## src/rtl/mr_control_unit.sv

```systemverilog
// Multicycle control FSM for the Maquina Rudimentaria datapath.
// Optional single-step mode is enabled with the MR_CU_STEP_EN macro.
module mr_control_unit #(
    parameter int ACK_TIMEOUT = 0,
    parameter int TW          = 8
) (
    input  logic       clk,
    input  logic       rst_n,
`ifdef MR_CU_STEP_EN
    input  logic       step,
`endif
    input  logic [1:0] ir_op,
    input  logic [2:0] ir_cond,
    input  logic [1:0] ir_fn,
    input  logic       flag_z,
    input  logic       flag_n,
    input  logic       mem_ack,
    output logic       ld_ir,
    output logic       ld_rdir,
    output logic       ld_pc,
    output logic       ld_regb,
    output logic       ld_ra,
    output logic       ld_flags,
    output logic       reset_pc_sel,
    output logic       pc_src,
    output logic       mux_1_pc,
    output logic       regb_src,
    output logic [1:0] regb_rsel,
    output logic       operar,
    output logic [1:0] alu_op,
    output logic       mem_req,
    output logic       mem_we,
    output logic       halted,
    output logic       err,
`ifdef MR_CU_STEP_EN
    output logic [3:0] state
`else
    output logic [2:0] state
`endif
);

`ifdef MR_CU_STEP_EN
    localparam int SW = 4;
`else
    localparam int SW = 3;
`endif

    localparam logic [SW-1:0] S_RST    = SW'(0);
    localparam logic [SW-1:0] S_FETCH  = SW'(1);
    localparam logic [SW-1:0] S_DECODE = SW'(2);
    localparam logic [SW-1:0] S_ALU    = SW'(3);
    localparam logic [SW-1:0] S_MEM_RD = SW'(4);
    localparam logic [SW-1:0] S_MEM_WR = SW'(5);
    localparam logic [SW-1:0] S_BRANCH = SW'(6);
    localparam logic [SW-1:0] S_HALT   = SW'(7);
`ifdef MR_CU_STEP_EN
    localparam logic [SW-1:0] S_WAIT_STEP = SW'(8);
    localparam logic [SW-1:0] S_AFTER     = S_WAIT_STEP;
`else
    localparam logic [SW-1:0] S_AFTER     = S_FETCH;
`endif

    logic [SW-1:0] r_state;
    logic [SW-1:0] w_next;
    logic [TW-1:0] r_wait_cnt;
    logic          r_err;
    logic          w_mem_req;
    logic          w_acked;
    logic          w_timeout;
    logic          w_taken;

    assign w_mem_req = (r_state == S_FETCH) || (r_state == S_MEM_RD) || (r_state == S_MEM_WR);
    assign w_acked   = w_mem_req && mem_ack;

    // Timeout fires on the ACK_TIMEOUT-th consecutive unacknowledged request cycle.
    always_comb begin
        w_timeout = 1'b0;
        if (ACK_TIMEOUT > 0)
            w_timeout = w_mem_req && !mem_ack && (r_wait_cnt == TW'(ACK_TIMEOUT - 1));
    end

    always_comb begin
        case (ir_cond)
            3'b000:  w_taken = 1'b1;
            3'b001:  w_taken = flag_z;
            3'b010:  w_taken = flag_n;
            3'b011:  w_taken = flag_z | flag_n;
            3'b100:  w_taken = !flag_z;
            3'b101:  w_taken = !flag_n;
            3'b110:  w_taken = !flag_z && !flag_n;
            default: w_taken = 1'b0;
        endcase
    end

    always_comb begin
        w_next = r_state;
        case (r_state)
            S_RST:    w_next = S_AFTER;
            S_FETCH: begin
                if (w_timeout)    w_next = S_HALT;
                else if (mem_ack) w_next = S_DECODE;
            end
            S_DECODE: begin
                case (ir_op)
                    2'b00: w_next = S_MEM_RD;
                    2'b01: w_next = S_MEM_WR;
                    2'b10: w_next = (ir_cond == 3'b111) ? S_HALT : S_BRANCH;
                    2'b11: w_next = S_ALU;
                endcase
            end
            S_ALU:    w_next = S_AFTER;
            S_MEM_RD, S_MEM_WR: begin
                if (w_timeout)    w_next = S_HALT;
                else if (mem_ack) w_next = S_AFTER;
            end
            S_BRANCH: w_next = S_AFTER;
            S_HALT:   w_next = S_HALT;
`ifdef MR_CU_STEP_EN
            S_WAIT_STEP: if (step) w_next = S_FETCH;
`endif
            default:  w_next = S_RST;
        endcase
    end

    always_ff @(posedge clk or negedge rst_n) begin
        if (!rst_n) begin
            r_state    <= S_RST;
            r_wait_cnt <= '0;
            r_err      <= 1'b0;
        end else begin
            r_state <= w_next;
            if (ACK_TIMEOUT > 0 && w_mem_req && !mem_ack && !w_timeout)
                r_wait_cnt <= r_wait_cnt + TW'(1);
            else
                r_wait_cnt <= '0;
            if (w_timeout)
                r_err <= 1'b1;
        end
    end

    always_comb begin
        ld_ir        = 1'b0;
        ld_rdir      = 1'b0;
        ld_pc        = 1'b0;
        ld_regb      = 1'b0;
        ld_ra        = 1'b0;
        ld_flags     = 1'b0;
        reset_pc_sel = 1'b0;
        pc_src       = 1'b0;
        mux_1_pc     = 1'b0;
        regb_src     = 1'b0;
        regb_rsel    = 2'd0;
        operar       = 1'b0;
        alu_op       = 2'b00;
        mem_we       = 1'b0;
        halted       = 1'b0;
        case (r_state)
            S_RST: begin
                ld_pc        = 1'b1;
                reset_pc_sel = 1'b1;
            end
            S_FETCH: begin
                ld_ir = w_acked;
                ld_pc = w_acked;
            end
            S_DECODE: begin
                ld_ra     = 1'b1;
                ld_rdir   = 1'b1;
                regb_rsel = (ir_op == 2'b11) ? 2'd0 : 2'd1;
            end
            S_ALU: begin
                operar   = 1'b1;
                alu_op   = ir_fn;
                ld_regb  = 1'b1;
                ld_flags = 1'b1;
            end
            S_MEM_RD: begin
                mux_1_pc = 1'b1;
                ld_regb  = w_acked;
                regb_src = w_acked;
                ld_flags = w_acked;
            end
            S_MEM_WR: begin
                mux_1_pc  = 1'b1;
                mem_we    = 1'b1;
                regb_rsel = 2'd2;
            end
            S_BRANCH: begin
                ld_pc  = w_taken;
                pc_src = w_taken;
            end
            S_HALT:   halted = 1'b1;
            default: ;
        endcase
    end

    assign mem_req = w_mem_req;
    assign err     = r_err;
    assign state   = r_state;

endmodule

```

## config.mk

```make
export PLATFORM = sky130hd
export DESIGN_NAME = mr_control_unit
export DESIGN_NICKNAME = d
export VERILOG_FILES = /design/src/rtl/mr_control_unit.sv
export SDC_FILE = /design/constraint.sdc
export NUM_CORES = 1
export LEC_CHECK = 0
export CAP_MARGIN = 20
export CELL_PAD_IN_SITES_DETAIL_PLACEMENT = 0
export CELL_PAD_IN_SITES_GLOBAL_PLACEMENT = 2
export CORE_ASPECT_RATIO = 0.9
export CORE_UTILIZATION = 15
export DETAILED_ROUTE_END_ITERATION = 7
export PLACE_DENSITY = 0.85
export SYNTH_ARGS = -nofsm -noshare
export SYNTH_HDL_FRONTEND = slang
export SYNTH_SLANG_ARGS = --single-unit
```

## constraint.sdc

```tcl
create_clock -name clk -period 2.27 [get_ports clk]
set_input_delay 0.454 -clock clk [delete_from_list [all_inputs] [get_ports clk]]
set_output_delay 0.454 -clock clk [all_outputs]
set_load 0.05 [all_outputs]
```

**Close-up of the layout**

Window x 16 to 41, y 13 to 38 µm. Cells in gray, sequential cells in the stronger gray; small squares are vias.
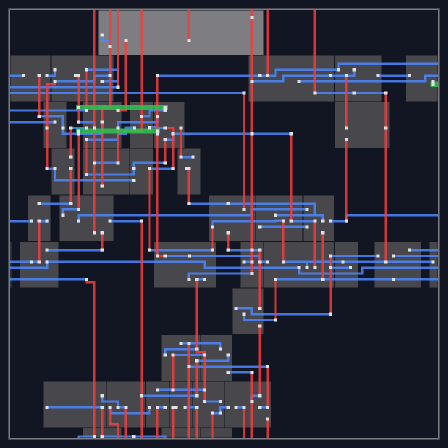
legend:
  green:
    layer: metal 3
  blue:
    layer: metal 1
  red:
    layer: metal 2
netlist names of flops here include: state (1)
most frequent: nand2_1 (4)
cells with their middle in the window: 35
sequential cells in the window: 1

**Drive-strength map**

Drawn at 8 px/µm.
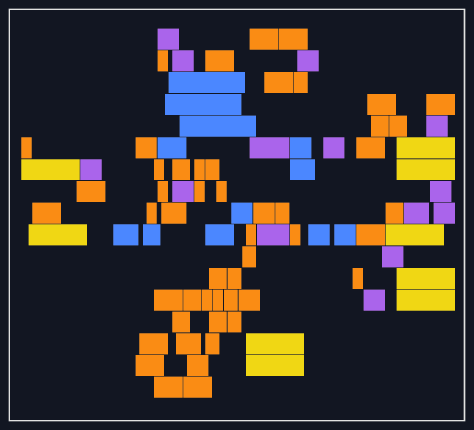
legend:
  orange:
    size: _0 and _1 cells
    cells: 50
    share: 59%
    most_used: clkdlybuf4s50_1
  blue:
    size: _2 cells
    cells: 12
    share: 14%
  purple:
    size: _3 and _4 cells
    cells: 14
    share: 16%
    most_used: buf_4
  yellow:
    size: _6 and larger
    cells: 9
    share: 11%
    most_used: buf_12

**Met2 routing**

Drawn at 6 px/µm.
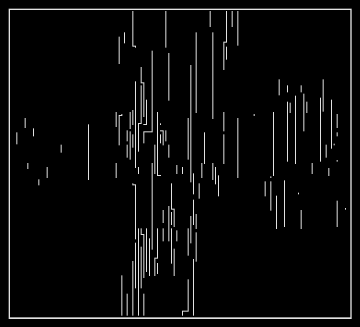
share of all routed wire: 46%
longest straight run: 19.4 µm
wire length on this layer: 550 µm
main direction: vertical

**Congestion heat map**

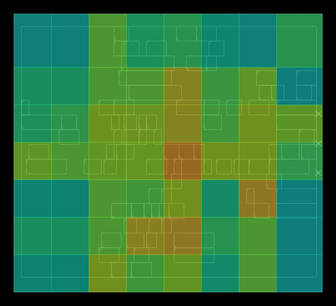
WL/cell: 10.60 µm
global route hottest layer: met2
met2 usage: 13.29%
GR Util met3: 3.038%
met1 usage: 10.91%

==> flow_summary.ini <==
; physical design summary
[setup_path]
crit_fanout = 12
worstRegToRegCells = 3
endpoint_kind = primary output
cp-start-kind = flip-flop
slowest_stage = clkdlybuf4s50_1
critPathRequiredTime_ps = 1820
critical_path.cell_chain = nor2b_4, clkdlybuf4s50_1
critical_path.max_stage_delay_ps = 810
path_class = flip-flop to primary output

[sta]
max_freq_ghz = 0.4636
maxSlewViolCount = 0
clock-skew-final_ps = 2.597
rsz0062_at_grt = no
relSlewSlack_pct = 66.64
setup_viol = 0
setup_slack_ps = 113.1
tns_ps = 0
tightest_slew_ps = 498.8
hold_viol = 0
post-route-min-period_ps = 2157

[synthesis]
syn-cell-area_um2 = 404.1
ys_cells = 56
synth_cells = 56
ys.flops = 3
syn-num-nets = 68
synthSimpleGateAreaFrac_pct = 40.87
yosysSeqAreaShare_pct = 18.58
ys_sh_xor_pct = 0
mux_share_pct = 0
ys_warn_count = 0
synthDistinctLibCells = 33
adder_share_pct = 0
syn_avg_cell_area_um2 = 7.217
yosys.area_share.aoi_pct = 22.60
yosys_area_um2 = 404.1
top_logic_kind = simple AND/OR/NAND/NOR gates

[final_layout]
final_area_um2 = 820.8
final_nets = 98
area_delta_synth_final_pct = 103.1
largest_register_ffs = 3
layout.cells.non_filler = 113
num-fill-cells = 275
num_antenna_cells = 0
fin_util_pct = 32.70
drive_gt1_share_pct = 41.18

[detailed_routing]
via_count = 495
drtIter0Drc = 16
firstDrtPassIters = 6
routed_wl_um = 1198
viasPerCell = 4.381
drc = 6
final_antenna_net_count = 0

[flow_run]
maxCapViolCount = 0
warning_count = 27

[clocking]
cts_root_buf = clkbuf_4
cts_tree = done
cts.sinks = 3
cts_buffers = 3
clk_pin_slew_worst_paths_ps = 40
cts_htree_levels = 1
hold_buffers = 0
cts_resized = 0
post-cts-setup-buffers = 0
insertion_delay_ps = 230

[grt]
antenna_found_initial = 0
grt_usage_pct = 8.496
grt_pass1_wl_um = 1918
grt_start_max_net_pins = 16
grt_overflow_total = 0
grt_pass1_vias = 425

[placed_design]
portBuffers = 32
place_ws_ps = 124.4
gp_congestion = 0.6740
dp.cells = 109
place_hpwl_um = 964

[floorplanning]
die_width_um = 56.72
rows = 17
floorplan.die_area_um2 = 2906
die_h_um = 51.24
core_area_um2 = 2510
ios = 34

[pwr]
leakagePower_nw = 0.3711
max-vdd-ir-drop_v = 0.0006745
power_density_nw_per_um2 = 1586
total_power_mw = 1.302

[run_status]
violations = design-rule violations
status = finished, violations left

[min_path]
hold_class = input pin to asynchronous set/reset pin
==> worst max-delay path, delay by kind of cell, from the launching register on <==
kind,cells,cell delay [ps]
flip-flops,1,460
buffers and inverters,1,810
AND/OR/NAND/NOR,1,190
==> kinds of logic (layout without fill, tap and decap cells) <==
| family | count (synthesis) | in the layout |
|---|---|---|
| flip-flops | 3 | 3 |
| other | 1 | 1 |
| buffers and inverters | 11 | 40 |
| AND-OR/OR-AND | 14 | 14 |
| AND/OR/NAND/NOR | 27 | 27 |
==> synthesized netlist by cell type (all sizes together) <==
cell     n  area (µm²)
a211oi   1       7.510
a21bo    1       10.01
a21o     1       7.510
a21oi    5       25.02
a22o     1       8.760
a2bb2oi  1       8.760
a31oi    1       6.260
and2     2       13.77
and3     5       33.78
and3b    1       10.01
buf      7       53.80
conb     1       3.750
dfrtp    3       75.07
inv      4       15.01
nand2    4       15.01
nand2b   1       6.260
nand3    1       5.000
nand4    2       12.51
nor2     4       17.52
nor2b    3       21.27
nor3     1       5.000
nor3b    1       7.510
o211ai   1       7.510
o21ai    2       10.00
or2      1       6.260
or3b     1       11.26
==> where the power goes <==
part / internal (mW) / switching (mW) / leakage, nW / total, mW
clock: 0.0658 / 0.0269 / 0.0150 / 0.0928
combinational: 0.403 / 0.645 / 0.324 / 1.05
sequential: 0.0831 / 0.0780 / 0.0324 / 0.161
==> layer usage <==
layer  vias up  GRT usage, %  wire length, µm
met1       221         10.91              526
met5         -             0                0
met4         0         2.500                0
met2        25         13.29              550
li1        249             -                -
met3         0         3.038              121
==> final timing paths <==
kind | from | slack, ps | endpoint
max | state[2] | 110 | mux_1_pc
min | rst_n | 400 | state[0]
max reg2reg | state[1] | 1040 | state[0]
min reg2reg | state[1] | 660 | state[2]
max in group asynchronous | rst_n | 1720 | state[1]
min in group clk | state[1] | 660 | state[2]
==> layout by cell type, fill, tap and decap left out, drive strengths merged, types with 2 or more instances in the layout <==
cell type       n
clkbuf          4
and2            2
dfrtp           3
buf            17
nor2            4
and3            5
nand4           2
a21oi           5
inv             4
nor2b           3
o21ai           2
nand2           4
clkdlybuf4s50  15
==> layout make-up <==
type / count / area, µm² / share of cell area [%]
timing repair buffer: 32 / 390.4 / 47.56
multi-input combinational: 42 / 275.3 / 33.54
sequential: 3 / 78.83 / 9.604
tap: 28 / 35.03 / 4.268
clock buffer: 4 / 26.28 / 3.201
inverter: 4 / 15.01 / 1.829
Power is estimated from default activity; no workload was simulated.
